[src/rtl/ltssm_pkg.sv]
// Shared LTSSM types and default timer constants for the detect path.
package ltssm_pkg;

  // Top-level LTSSM states owned by the link controller.
  typedef enum logic [3:0] {
    LTSSM_DETECT,
    LTSSM_POLLING,
    LTSSM_CONFIG,
    LTSSM_L0,
    LTSSM_RECOVERY,
    LTSSM_DISABLED
  } ltssm_e;

  // Sub-states of the receiver-detect sequencer.
  typedef enum logic [2:0] {
    DET_IDLE,
    DET_QUIET,
    DET_ACT1,
    DET_RETRY,
    DET_ACT2,
    DET_DONE
  } det_st_e;

  // 12 ms intervals scaled down to a handful of clock cycles.
  localparam int QUIET_CYCLES_DEF       = 16;
  localparam int RETRY_CYCLES_DEF       = 16;
  localparam int DET_TIMEOUT_CYCLES_DEF = 8;

  function automatic int max3(input int a, input int b, input int c);
    int m;
    m = (a > b) ? a : b;
    return (m > c) ? m : c;
  endfunction

endpackage

[src/rtl/ltssm_timer.sv]
// Loadable down-counter that stops at zero; expired_o flags the zero state.
module ltssm_timer #(
  parameter int WIDTH = 5
) (
  input  logic             clk_i,
  input  logic             rst_ni,
  input  logic             load_i,
  input  logic [WIDTH-1:0] value_i,
  output logic             expired_o
);

  logic [WIDTH-1:0] count;

  // Load takes priority; otherwise count down and hold at zero.
  always_ff @(posedge clk_i or negedge rst_ni) begin
    if (!rst_ni) begin
      count <= '0;
    end else if (load_i) begin
      count <= value_i;
    end else if (count != '0) begin
      count <= count - WIDTH'(1);
    end
  end

  assign expired_o = (count == '0);

endmodule

[src/rtl/rx_detect_sequencer.sv]
// Detect.Quiet / Detect.Active sequencer with the two-pass partial-detect rule.
module rx_detect_sequencer
  import ltssm_pkg::*;
#(
  parameter int NUM_LANES          = 1,
  parameter int QUIET_CYCLES       = QUIET_CYCLES_DEF,
  parameter int RETRY_CYCLES       = RETRY_CYCLES_DEF,
  parameter int DET_TIMEOUT_CYCLES = DET_TIMEOUT_CYCLES_DEF
) (
  input  logic                 clk_i,
  input  logic                 rst_ni,
  input  logic                 enable_i,
  input  logic [NUM_LANES-1:0] rx_eidle_exit_i,
  output logic                 rx_det_req_o,
  input  logic                 rx_det_done_i,
  input  logic [NUM_LANES-1:0] rx_det_result_i,
  output logic                 detect_active_o,
  output logic [NUM_LANES-1:0] lane_detect_o,
  output logic                 lane_detect_valid_o
);

  localparam int CW = $clog2(max3(QUIET_CYCLES, RETRY_CYCLES, DET_TIMEOUT_CYCLES) + 1);
  localparam logic [NUM_LANES-1:0] ALL_LANES = {NUM_LANES{1'b1}};

  det_st_e              state;
  logic [NUM_LANES-1:0] mask1;
  logic [NUM_LANES-1:0] final_mask;

  logic          wait_load;
  logic [CW-1:0] wait_value;
  logic          wait_expired;
  logic          pass_load;
  logic [CW-1:0] pass_value;
  logic          pass_expired;

  logic in_pass;
  logic req_done;
  logic pass_timeout;
  logic enter_quiet;
  logic enter_retry;
  logic enter_act;

  // Transition events; shared by the FSM and the timer load strobes so the
  // timers hold their start value in the first cycle of the new state.
  always_comb begin
    in_pass      = (state == DET_ACT1) || (state == DET_ACT2);
    req_done     = rx_det_req_o && rx_det_done_i;
    pass_timeout = in_pass && rx_det_req_o && !rx_det_done_i && pass_expired;
    final_mask   = mask1 & rx_det_result_i;
    enter_quiet  = enable_i && ((state == DET_IDLE) ||
                   (state == DET_ACT1 && req_done && rx_det_result_i == '0) ||
                   (state == DET_ACT2 && req_done && final_mask == '0) ||
                   pass_timeout);
    enter_retry  = enable_i && (state == DET_ACT1) && req_done &&
                   (rx_det_result_i != '0) && (rx_det_result_i != ALL_LANES);
    enter_act    = enable_i &&
                   ((state == DET_QUIET && (wait_expired || (|rx_eidle_exit_i))) ||
                    (state == DET_RETRY && wait_expired));
  end

  // Quiet/retry timer and pass-timeout timer are cleared whenever disabled.
  always_comb begin
    wait_load  = !enable_i || enter_quiet || enter_retry;
    wait_value = !enable_i  ? '0 :
                 enter_quiet ? CW'(QUIET_CYCLES - 1) : CW'(RETRY_CYCLES - 1);
    pass_load  = !enable_i || enter_act;
    pass_value = enable_i ? CW'(DET_TIMEOUT_CYCLES - 1) : '0;
  end

  ltssm_timer #(.WIDTH(CW)) u_wait_timer (
    .clk_i     (clk_i),
    .rst_ni    (rst_ni),
    .load_i    (wait_load),
    .value_i   (wait_value),
    .expired_o (wait_expired)
  );

  ltssm_timer #(.WIDTH(CW)) u_pass_timer (
    .clk_i     (clk_i),
    .rst_ni    (rst_ni),
    .load_i    (pass_load),
    .value_i   (pass_value),
    .expired_o (pass_expired)
  );

  // Sequencer FSM with all outputs registered.
  always_ff @(posedge clk_i or negedge rst_ni) begin
    if (!rst_ni) begin
      state               <= DET_IDLE;
      rx_det_req_o        <= 1'b0;
      detect_active_o     <= 1'b0;
      lane_detect_o       <= '0;
      lane_detect_valid_o <= 1'b0;
      mask1               <= '0;
    end else if (!enable_i) begin
      state               <= DET_IDLE;
      rx_det_req_o        <= 1'b0;
      detect_active_o     <= 1'b0;
      lane_detect_o       <= '0;
      lane_detect_valid_o <= 1'b0;
      mask1               <= '0;
    end else begin
      case (state)
        DET_IDLE: state <= DET_QUIET;
        DET_QUIET: begin
          if (enter_act) begin
            state           <= DET_ACT1;
            rx_det_req_o    <= 1'b1;
            detect_active_o <= 1'b1;
          end
        end
        DET_ACT1: begin
          if (req_done) begin
            rx_det_req_o <= 1'b0;
            if (rx_det_result_i == '0) begin
              state           <= DET_QUIET;
              detect_active_o <= 1'b0;
            end else if (rx_det_result_i == ALL_LANES) begin
              state               <= DET_DONE;
              lane_detect_o       <= rx_det_result_i;
              lane_detect_valid_o <= 1'b1;
            end else begin
              state <= DET_RETRY;
              mask1 <= rx_det_result_i;
            end
          end else if (pass_timeout) begin
            state           <= DET_QUIET;
            rx_det_req_o    <= 1'b0;
            detect_active_o <= 1'b0;
          end
        end
        DET_RETRY: begin
          if (enter_act) begin
            state        <= DET_ACT2;
            rx_det_req_o <= 1'b1;
          end
        end
        DET_ACT2: begin
          if (req_done) begin
            rx_det_req_o <= 1'b0;
            if (final_mask != '0) begin
              state               <= DET_DONE;
              lane_detect_o       <= final_mask;
              lane_detect_valid_o <= 1'b1;
            end else begin
              state           <= DET_QUIET;
              detect_active_o <= 1'b0;
            end
          end else if (pass_timeout) begin
            state           <= DET_QUIET;
            rx_det_req_o    <= 1'b0;
            detect_active_o <= 1'b0;
          end
        end
        DET_DONE: state <= DET_DONE;
        default: begin
          state           <= DET_IDLE;
          rx_det_req_o    <= 1'b0;
          detect_active_o <= 1'b0;
        end
      endcase
    end
  end

endmodule

[config.mk]
export PLATFORM = sky130hd
export DESIGN_NAME = rx_detect_sequencer
export DESIGN_NICKNAME = d
export VERILOG_FILES = /design/src/rtl/ltssm_pkg.sv /design/src/rtl/ltssm_timer.sv /design/src/rtl/rx_detect_sequencer.sv
export SDC_FILE = /design/constraint.sdc
export NUM_CORES = 1
export LEC_CHECK = 0
export ABC_AREA = 1
export CAP_MARGIN = 25
export CELL_PAD_IN_SITES_DETAIL_PLACEMENT = 1
export CELL_PAD_IN_SITES_GLOBAL_PLACEMENT = 2
export CORE_MARGIN = 1.5
export CORE_UTILIZATION = 32
export DETAILED_ROUTE_END_ITERATION = 12
export PLACE_DENSITY_LB_ADDON = 0.1
export SYNTH_ARGS = -nofsm -noshare
export SYNTH_HDL_FRONTEND = slang
export SYNTH_HIERARCHICAL = 1
export SYNTH_SLANG_ARGS = --single-unit
[constraint.sdc]
create_clock -name clk_i -period 2.29 [get_ports clk_i]
set_clock_uncertainty 0.15 [all_clocks]
set_input_delay 0.458 -clock clk_i [delete_from_list [all_inputs] [get_ports clk_i]]
set_output_delay 0.458 -clock clk_i [all_outputs]
set_load 0.02 [all_outputs]
==> images/layer_met3.png <==
Cells faint in the background.
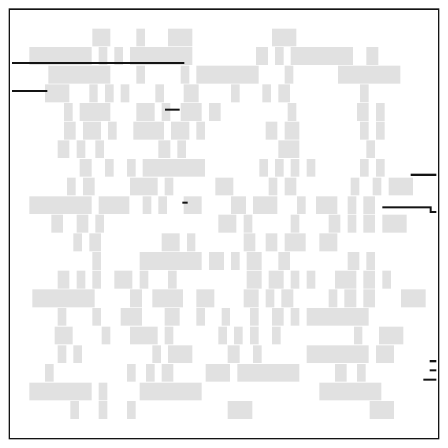
8 nets have wire on it. The layer holds 1.6% of the routed length. The layer carries 46.5 um of wire. The wires run mostly horizontal.

==> images/clk_routes.png <==
Scale bar: 20 um.
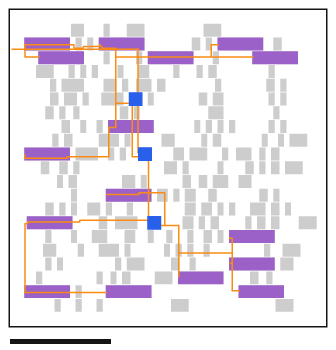
Key: clock drivers = blue [count 3]; clock wires = orange [length 286 um]; flip-flops = purple [count 16]
There are 4 routed clock nets.

==> images/clocks.png <==
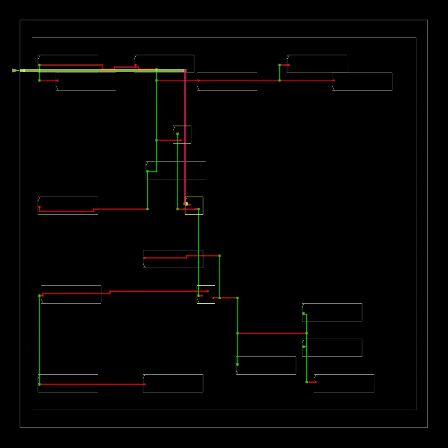
# clock sinks: 16
clk_lat worst skew: 280 ps

==> images/detail.png <==
Window x 11 to 51, y 11 to 51 um. Cells in gray, sequential cells in the stronger gray; small squares are vias.
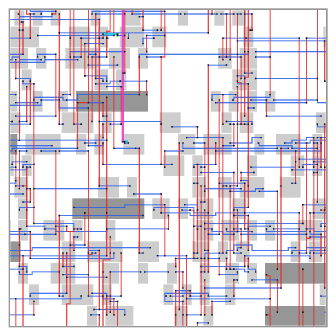
Key: metal 3 = cyan; metal 1 = blue; metal 4 = magenta; metal 2 = red
Netlist names of flops here include state (2). Most frequent: nand2_1 (27), inv_1 (15), nand3_1 (9). 108 logic cells have their middle in the window. Sequential cells in the window: 4.

==> Changelog: implementation <==
### Changed

* Slowest Stage Delay on Critical Path at 390 ps
* Leakage power at 0.0007211 uW
* CTS tree: yes
* Largest regs: u_pass_timer/count x5, u_wait_timer/count x5, state x3
* Setup TNS at 0 ps
* Met2 Use GR at 0.2984
* Dominant combinational family: simple AND/OR/NAND/NOR gates
* Top Family by Delay on Critical Path: simple AND/OR/NAND/NOR gates
* XOR Share, Synth at 0.01547
* Synth area leader: dfrtp_1
* Drt first-iter violations at 23
* Placed instance count at 221
* Vias in the first global route at 1095
* Ys flop type: dfrtp_1
* Power Density at 1094 nW/um^2
* Global-route wire length before repair at 5071 um
* Chip width at 62.49 um
* Crit path max fanout at 6
* Highest metal used: met4
* Mapped Avg Cell Area at 7.033 sq um
* Largest net degree at the start of global routing at 17
* Fp util at 0.3367
* CTS root buffer: clkbuf_4
* Cts repair resizes at 0
* Kind of critical path: flip-flop to flip-flop
* Yosys reg bits at 16
* Cts-stage hold buffer count at 0
* Worst Path Buf+Inv at 4
* Hold crit path type: input pin to async pin
* GRT met3 Usage at 0.02342
* Post-synth top cells: nand2_1, inv_1, dfrtp_1
* Final hold slack at 341.6 ps
* Post-route antenna net violation count at 0
* Log Warnings at 26
* Max_cap viols at 0
* Crit path launch: u_wait_timer/count[0]
* Fin worst setup slack at 195.3 ps
* Unrepaired setup endpoints after global routing: no
* Startpoint type of the worst setup path: flip-flop
* Arrival @ worst endpoint at 2160 ps
* # Post-CTS Setup Buffers at 0
* CTS buffer count at 3
* IO Pins at 10
* Most used cell, CP: inv_1
* Outcome: completed
* Layout Utilization at 0.3984
* Yosys cell count at 161
* Area Overhead vs Synth at 18.34%
* Worst R2R Start: u_wait_timer/count[0]
* Diodes inserted at 0
* Sequential standard cell area at 400.4 sq um
* Register share after synthesis at 0.3536
* Crit-path slowest cell: dfrtp_1
* Die area at 3904 sq um
* Antenna violations before repair at 0
* Core area at 3363 sq um
* Post-Synthesis Cells at 161
* Place WS at -50.33 ps
* Routed wire length per instance at 12.67 um
* Design Power at 1466 uW
* Number of port buffers at 9
* H-tree depth at 1
* GPL Wtd Cong at 0.8151
* Busiest grt layer: met2
* Critical path, cell by cell: inv_1, ha_1, nand3_2, inv_1, inv_1, o21ai_0, or2_1, inv_2, nand4_2, nand2_1, o21ai_1
* Overall routing resource usage at 0.1629
* Final hold violation count at 0
* Cycle use final at 0.9147
* Max VDD drop at 0.0004045 V
* First-pass detailed-route iteration total at 4
* Yosys chip area at 1132 sq um
* Fmax at 0.4774 GHz
* Grt ovf at 0
* Synth mux share at 0
* Fill cells at 458
* Clock slew at reported path FFs at 100 ps
* Yosys aoi share at 0.09724
* Dominant logic cell type in the layout: nand2_1
* DP Area at 1303 sq um
* Synth Warn # at 6
* Comb area at 600.6 sq um
* Met2 Routed Length at 1480 um
* Post-layout minimum cycle time at 2095 ps
* Final Setup Violations at 0
* Non-filler instance count after layout at 226
* Most frequent cells in the layout: nand2_1, inv_1, dfrtp_1
* Share of layout cells above drive strength 1 at 0.1667
* Avg Vias per Cell at 4.726
* Crit path DRT at 2360 ps
-- layout make-up --
| cell class | instances | area share |
|---|---|---|
| Tap cell | 46 | 0.04295 |
| Timing Repair Buffer | 17 | 0.1120 |
| Clock buffer | 3 | 0.01681 |
| Sequential cell | 16 | 0.2988 |
| Inverter | 29 | 0.08123 |
| Multi-Input combinational cell | 115 | 0.4482 |
-- power by group --
group	internal (uW)	switching, uW	total, uW
Sequential	392	124	516
Clock	61.0	93.4	154
Combinational	325	470	796
-- final timing paths --
kind                            slack (ps)  cells past startpoint                     to
max in group asynchronous             1450                      2        detect_active_o
min in group clk_i                     360                      2  u_pass_timer/count[4]
worst min register to register         360                      2  u_pass_timer/count[4]
worst min-delay path                   340                      2               state[0]
worst max register to register         200                     11  u_pass_timer/count[0]
worst max-delay path                   200                     11  u_pass_timer/count[0]
Power and IR drop assume default switching activity.
